==> config.mk <==
export PLATFORM = sky130hd
export DESIGN_NAME = ctrl_pipe_flat
export DESIGN_NICKNAME = d
export VERILOG_FILES = /design/src/rtl/ctrl_pipe_if.sv /design/src/rtl/ctrl_pipe.sv /design/src/flat_wrapper.sv
export SDC_FILE = /design/constraint.sdc
export NUM_CORES = 1
export LEC_CHECK = 0
export CORE_MARGIN = 4
export CORE_UTILIZATION = 48
export DETAILED_ROUTE_END_ITERATION = 10
export PLACE_DENSITY = 0.85
export REMOVE_ABC_BUFFERS = 1
export SYNTH_ARGS = -nofsm -noshare
export SYNTH_HDL_FRONTEND = slang
export SYNTH_SLANG_ARGS = --single-unit
==> constraint.sdc <==
create_clock -name clk -period 9.3 [get_ports clk]
set_input_delay 0.93 -clock clk [delete_from_list [all_inputs] [get_ports clk]]
set_output_delay 0.93 -clock clk [all_outputs]
set_load 0.02 [all_outputs]
Run 1, power grid:
Scale bar: 20 um. Pins as bars on the die edge.
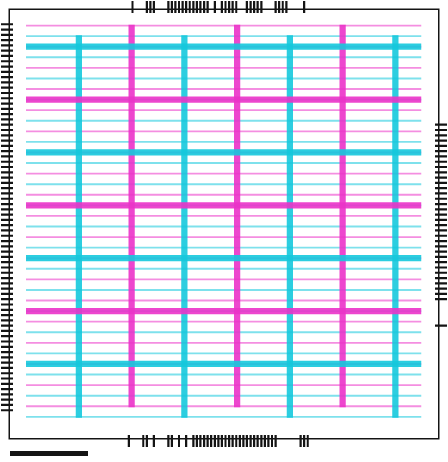
| colour | net |
|---|---|
| cyan | VSS |
| magenta | VDD |
met5 straps: 7
met4 straps: 7
Die Ht: 110.1 um
core area: 10230 um2

Run 1, cells coloured by class:
Scale bar: 20 um.
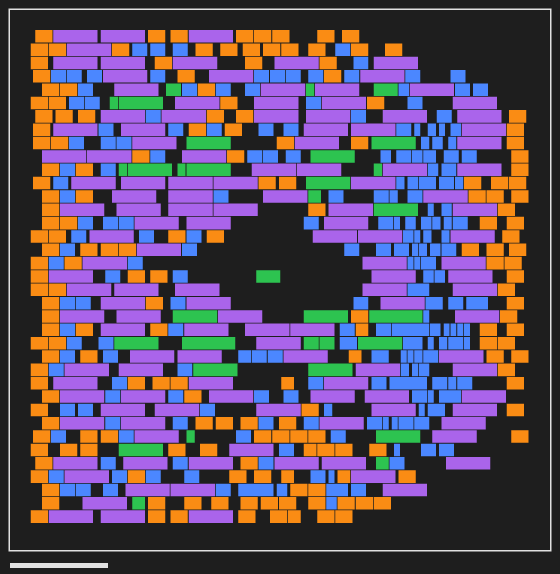
| colour | class | cells | share of their area |
|---|---|---|---|
| orange | remaining buffers and delay cells | 182 | 25% |
| purple | sequential cells | 131 | 45% |
| green | clock drivers and dummy loads | 32 | 7.8% |
| blue | combinational and other logic | 208 | 23% |
Rows: 37
design area: 7473 um2

Run 1, clock distribution:
Scale bar: 20 um.
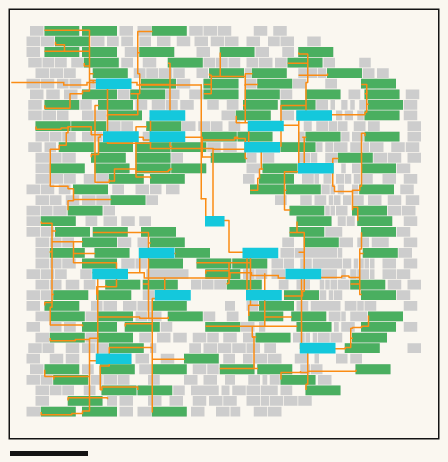
[cyan] clock drivers | count: 17
[green] flip-flops | count: 131
[orange] clock wires | length: 1440 um
routed clock nets: 18
clock share of power: 0.495
Clock Skews: 0.007059 ns
Latency at later pin: 0.50 ns

==> Changelog: implementation, run 1 <==
### Implementation results

- Fmax: 271.6 MHz
- Max-slew violations: 0
- Slowest stage delay, CP: 0.61 ns
- TritonCTS Buffers: 17
- Pre-Place Util: 0.4889
- Slew HR: 0.3466
- Max reg flops: 96
- Critical path class: in -> out
- Tool warnings: 25
- Hold buffer count at CTS: 0
- Antenna violations before repair: 0
- Maxcap violations: 0
- Routed vias: 3829
- CTS Buffer Depth: 2
- Area of the mapped netlist: 5002 um2
- Clock root buffer: clkbuf_8
- DRT Pass-1 Iters: 4
- Post-route setup TNS: 0 ns
- Setup fix buffers added after clock tree synthesis: 0
- # Cells Yosys: 361
- Top layer in use: met4
- WHS Path Cells: 1
- CTS tree: built
- Lkg Pwr: 0.003349 uW
- Worst-path clk slew: 0.06 ns
- Io pins: 176
- Crit path max fanout: 7
- Top cells by area, synth: dfrtp_1, a22o_1, xnor2_1
- Grt total ovfl: 0
- Gate Count Post-Synth: 361
- Area leader, netlist: dfrtp_1
- Crit start category: input port
- Met1 wire length: 5.255 mm
- Vias in the first global route: 4012
- Proportion of layout cells with a drive suffix above 1: 0.09403
- DR vias/cell: 5.557
- DIE WIDTH: 110.1 um
- Worst reg-to-reg path cell count: 5
- Power Density: 169.0 nW/um2
- Most used cell, CP: clkdlybuf4s50_1
- WL per Instance: 19.65 um
- Largest net degree at the start of global routing: 83
- CP Capture Type: output pin
- Ys flops: 131
- CP Cell Sequence: clkdlybuf4s50_1, or3b_1, inv_1, clkdlybuf4s50_1
- Antenna cells: 0
- Yosys Warn Count: 0
- GP Congestion: 0.8835
- FILL cells: 686
- RSZ-0062 raised after global routing: no
- Commonest Layout Cell: clkdlybuf4s50_1
- Max-area cell share: 0.6553
- Register Area: 3278 um2
- Critical path arrival: 2.75 ns
- Setup violators final: 0
- Drt drc: 0
- Post-DP Area: 6907 um2
- Avg Cell Area, Syn: 13.86 um2
- VDD IR-drop max: 0.1059 mV
- Slew @ Worst Pin: 0.9801 ns
- Top cells excl fill/tap: clkdlybuf4s50_1, dfrtp_1, a22o_1
- Hold crit path type: reg -> reg
- HPWL after DPL: 9.120 mm
- Count of input and output buffers: 175
- Hold Fails Final Rpt: 0
- Die area: 12120 um2
- DRT iter0 DRCs: 190
- Nets@finish: 583
- Slowest cell on crit path: clkdlybuf4s50_1
- Worst reg2reg setup slack: 7.40 ns
- Status: finished, final reports clean
- Unique cell types: 31
- Overall global routing resource usage: 0.2327
- Sequential share of the synthesized area: 0.6553
- Number of routed nets with antenna violations: 0
- Worst Path Required: 8.37 ns
- CTS H-Tree Depth: 4
- Met2 wire len: 6.740 mm
- First-pass GRT wire length: 21.27 mm
- Tmin final: 3.682 ns
- Synth-to-Final Area Change: 49.40%
- Yosys Chip Area: 5002 um2
- Final WL: 13.54 mm
- Logic area: 1640 um2
- WHS: 0.4996 ns
- Cycle use final: 0.3959
- CTS resizes: 0
- Met3 routed WL: 1.372 mm
- Clk sinks: 131
==> run 1: cell usage after synthesis <==
| library cell | count |
|---|---|
| dfrtp_1 | 131 |
| a22o_1 | 98 |
| xnor2_1 | 24 |
| clkbuf_1 | 15 |
| nand2_1 | 15 |
| nand3_1 | 12 |
| nor2_1 | 9 |
| nand4_1 | 8 |
| buf_2 | 7 |
| xor2_1 | 7 |
| nor3_1 | 5 |
| nor4_1 | 4 |
| and4_1 | 3 |
| inv_1 | 3 |
| nor3_2 | 3 |
| and3_1 | 2 |
| a21o_1 | 1 |
| and2_1 | 1 |
| and3b_1 | 1 |
| fa_1 | 1 |
| ha_1 | 1 |
| nand3b_1 | 1 |
| nand4_2 | 1 |
| nand4_4 | 1 |
| nand4bb_1 | 1 |
| nor2b_1 | 1 |
| nor3b_2 | 1 |
| nor4_4 | 1 |
| nor4bb_1 | 1 |
| or2_1 | 1 |
| or3b_1 | 1 |
==> run 1: worst max-delay path, delay by kind of cell <==
kind	cells	cell delay, ns
buffers and inverters	3	1.30
AND/OR/NAND/NOR	1	0.52
==> run 1: cell families (layout without fill, tap and decap cells) <==
logic type      after synthesis  count (layout)  share of synthesized area
compound gates               99              99                     0.1731
xor+xnor                     31              31                    0.05428
fa+ha+maj                     2               2                   0.006503
buf+inv                      25             217                    0.02051
flops                       131             131                     0.6553
simple gates                 73              73                    0.09030
==> run 1: layout make-up <==
type,count,share of cell area
clock buffers,18,0.05726
clock inverters,14,0.01858
inverters,3,0.001842
multi-input cells,205,0.2195
flip-flops and latches,131,0.4386
well taps,136,0.02277
repair buffers,182,0.2414
==> run 1: routing by layer <==
metal | vias up | global-route usage
met3 | 16 | 0.09027
met1 | 1927 | 0.2811
met5 | - | 0
met2 | 184 | 0.3860
met4 | 0 | 0.07124
li1 | 1702 | -
==> run 1: metrics by stage <==
stage	total power, uW	utilization	setup WS, ns	std cells
2_1_floorplan	611.3	-	4.872	339
3_3_place_gp	648.1	0.6751	5.646	657
3_5_place_dp	649.3	0.6751	5.609	657
4_1_cts	1273	0.7305	5.614	689
5_1_grt	1307	0.7305	5.566	689
6_report	1263	0.7305	5.618	689
==> run 1: power breakdown <==
| part | internal [uW] | switching, uW | leakage, uW |
|---|---|---|---|
| Combinational | 26.3 | 34.8 | 0.00125 |
| Clock | 386 | 239 | 0.000276 |
| Sequential | 574 | 3.33 | 0.00182 |
Run 1, routing congestion map:
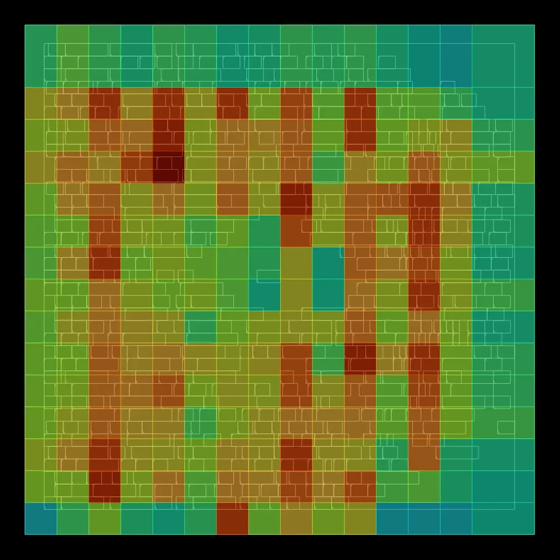

## Run 2: what changed since run 1
- CORE_UTILIZATION: 48 -> 41
- PLACE_DENSITY: 0.85 -> 0.77
- clock period: 9.3 -> 3.2 ns (I/O delays scaled with it)
Run 2, routing congestion map:
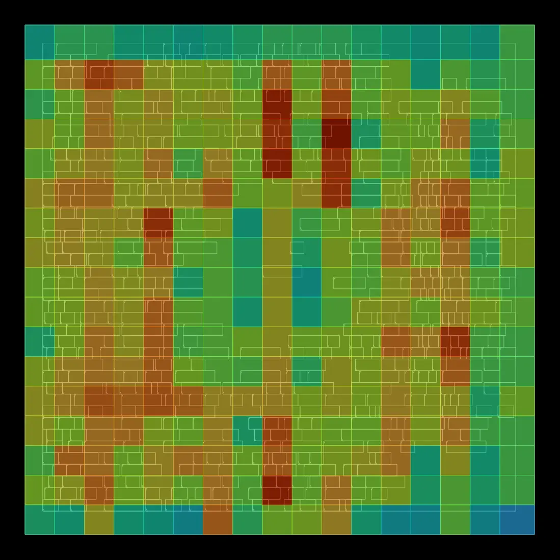
met3 GRT Util: 0.09426
WL per Instance: 19.37 um
fin util: 0.6324
overall global routing resource usage: 0.1993
met2 usage: 0.3165

==> run 2 against run 1 <==
Non-clock buffer count is 1 higher. Global-route usage is 3.3 points lower. Clock power increased to 3.2 times the previous value. Sequential share of layout area down 0.53 points. First-iteration DRC count is 32% higher. Routed wire length up 0.30%. Die size increased by 16%.
==> Changelog: implementation, run 2 <==
### Implementation results

- Status: finished, final reports clean
- Antenna cells: 0
- Top-count cell post-synth: dfrtp_1
- Routed vias: 3827
- Unique cell types: 31
- Top cells excl fill/tap: clkdlybuf4s50_1, dfrtp_1, a22o_1
- Latency at later pin: 0.40 ns
- Register Area: 3278 um2
- Slowest stage delay, CP: 0.61 ns
- Number of routed nets with antenna violations: 0
- Critical path arrival: 2.12 ns
- Power Density: 510.9 nW/um2
- Rows: 40
- Ys flops: 131
- Synth-to-Final Area Change: 51.23%
- Max-slew violations: 0
- Sequential share of the synthesized area: 0.6553
- # Cells Yosys: 361
- Hold Fails Final Rpt: 0
- Critical path class: in -> out
- Hold buffer count at CTS: 0
- Largest net degree at the start of global routing: 72
- Cycle use final: 0.7622
- Worst reg-to-reg path cell count: 4
- M1 GR Usage: 0.2472
- Area leader, netlist: dfrtp_1
- DRT iter0 DRCs: 251
- Crit start category: input port
- RSZ-0062 raised after global routing: no
- Nets@finish: 584
- Clock Skews: 0.005691 ns
- CP Cell Sequence: clkdlybuf4s50_1, or3b_1, inv_1, clkdlybuf4s50_1
- Core area: 11960 um2
- Die area: 14030 um2
- Logic area: 1640 um2
- EDFF count, synth: 0
- CP Capture Type: output pin
- Post-synth top cells: dfrtp_1, a22o_1, xnor2_1, clkbuf_1, nand2_1
- FILL cells: 902
- Tmin final: 2.439 ns
- Placed insts: 669
- CTS tree: built
- Avg Cell Area, Syn: 13.86 um2
- Max-area cell share: 0.6553
- Hold crit path type: in -> async
- Async SR Flop Fraction: 1.000
- Worst-path clk slew: 0.06 ns
- Slew HR: 0.5103
- Yosys Warn Count: 0
- CTS Buffer Depth: 2
- Final WL: 13.58 mm
- CTS H-Tree Depth: 4
- Max reg flops: 96
- TritonCTS Buffers: 17
- Worst reg2reg setup slack: 1.34 ns
- HPWL after DPL: 9.148 mm
- CTS resizes: 0
- Setup fix buffers added after clock tree synthesis: 0
- Slew @ Worst Pin: 0.7289 ns
- Die Ht: 118.5 um
- Setup violators final: 0
- Drt drc: 0
- GP Congestion: 0.8428
- Top cells by area, synth: dfrtp_1, a22o_1, xnor2_1
- Commonest Layout Cell: clkdlybuf4s50_1
- Io pins: 176
- Clk sinks: 131
- Clock root buffer: clkbuf_16
- Grt total ovfl: 0
- Worst Path Required: 2.88 ns
- Fmax: 410.0 MHz
- Slowest cell on crit path: clkdlybuf4s50_1
- Non-filler cells, final: 701
## run 2: cell counts after synthesis
No cell type changed its count.
## run 2: report_power, final
part | leakage (uW) | total (uW) | switching (uW) | internal, uW
registers | 0.00182 | 1680 | 9.69 | 1670
clock network | 0.000301 | 2000 | 723 | 1280
logic | 0.00126 | 184 | 105 | 79.0
## run 2: critical path: cells and delay by family
kind          cells  cell delay (ns)
buf+inv           3             1.28
simple gates      1             0.51
## run 2: metal layers
metal / wire length (um) / vias up / share of wire
li1: - / 1713 / -
met2: 6507 / 158 / 0.48
met4: 108 / 0 / 0.0080
met3: 1368 / 13 / 0.10
met5: 0 / - / 0
met1: 5594 / 1943 / 0.41
## run 2: layout make-up
cell class / instances / share of cell area
sequential: 131 / 0.4333
timing repair buffer: 183 / 0.2412
multi-input combinational: 205 / 0.2168
clock buffer: 19 / 0.05987
tap: 147 / 0.02431
clock inverter: 13 / 0.02266
inverter: 3 / 0.001819
## run 2: per-stage QoR
stage	hold WS [ns]	TNS [ns]	instance area, um2	setup WS [ns]	power (uW)
finish	0.2480	0	7565	0.7610	3865
floorplan	0.4527	-80.92	4911	-0.6177	1777
detailed placement	0.4651	0	6940	0.7530	1893
global route	0.2990	0	7565	0.6291	4008
global placement	0.4625	0	6940	0.7569	1890
CTS	0.2539	0	7565	0.7445	3911
## run 2: cell families after synthesis
kind of cell	Yosys count	synth area share
and+or+nand+nor	73	0.09030
adders and majority gates	2	0.006503
xor gates and xnor gates	31	0.05428
DFF	131	0.6553
buffers and inverters	25	0.02051
AOI/OAI and AO/OA	99	0.1731
Power is estimated from default activity; no workload was simulated.
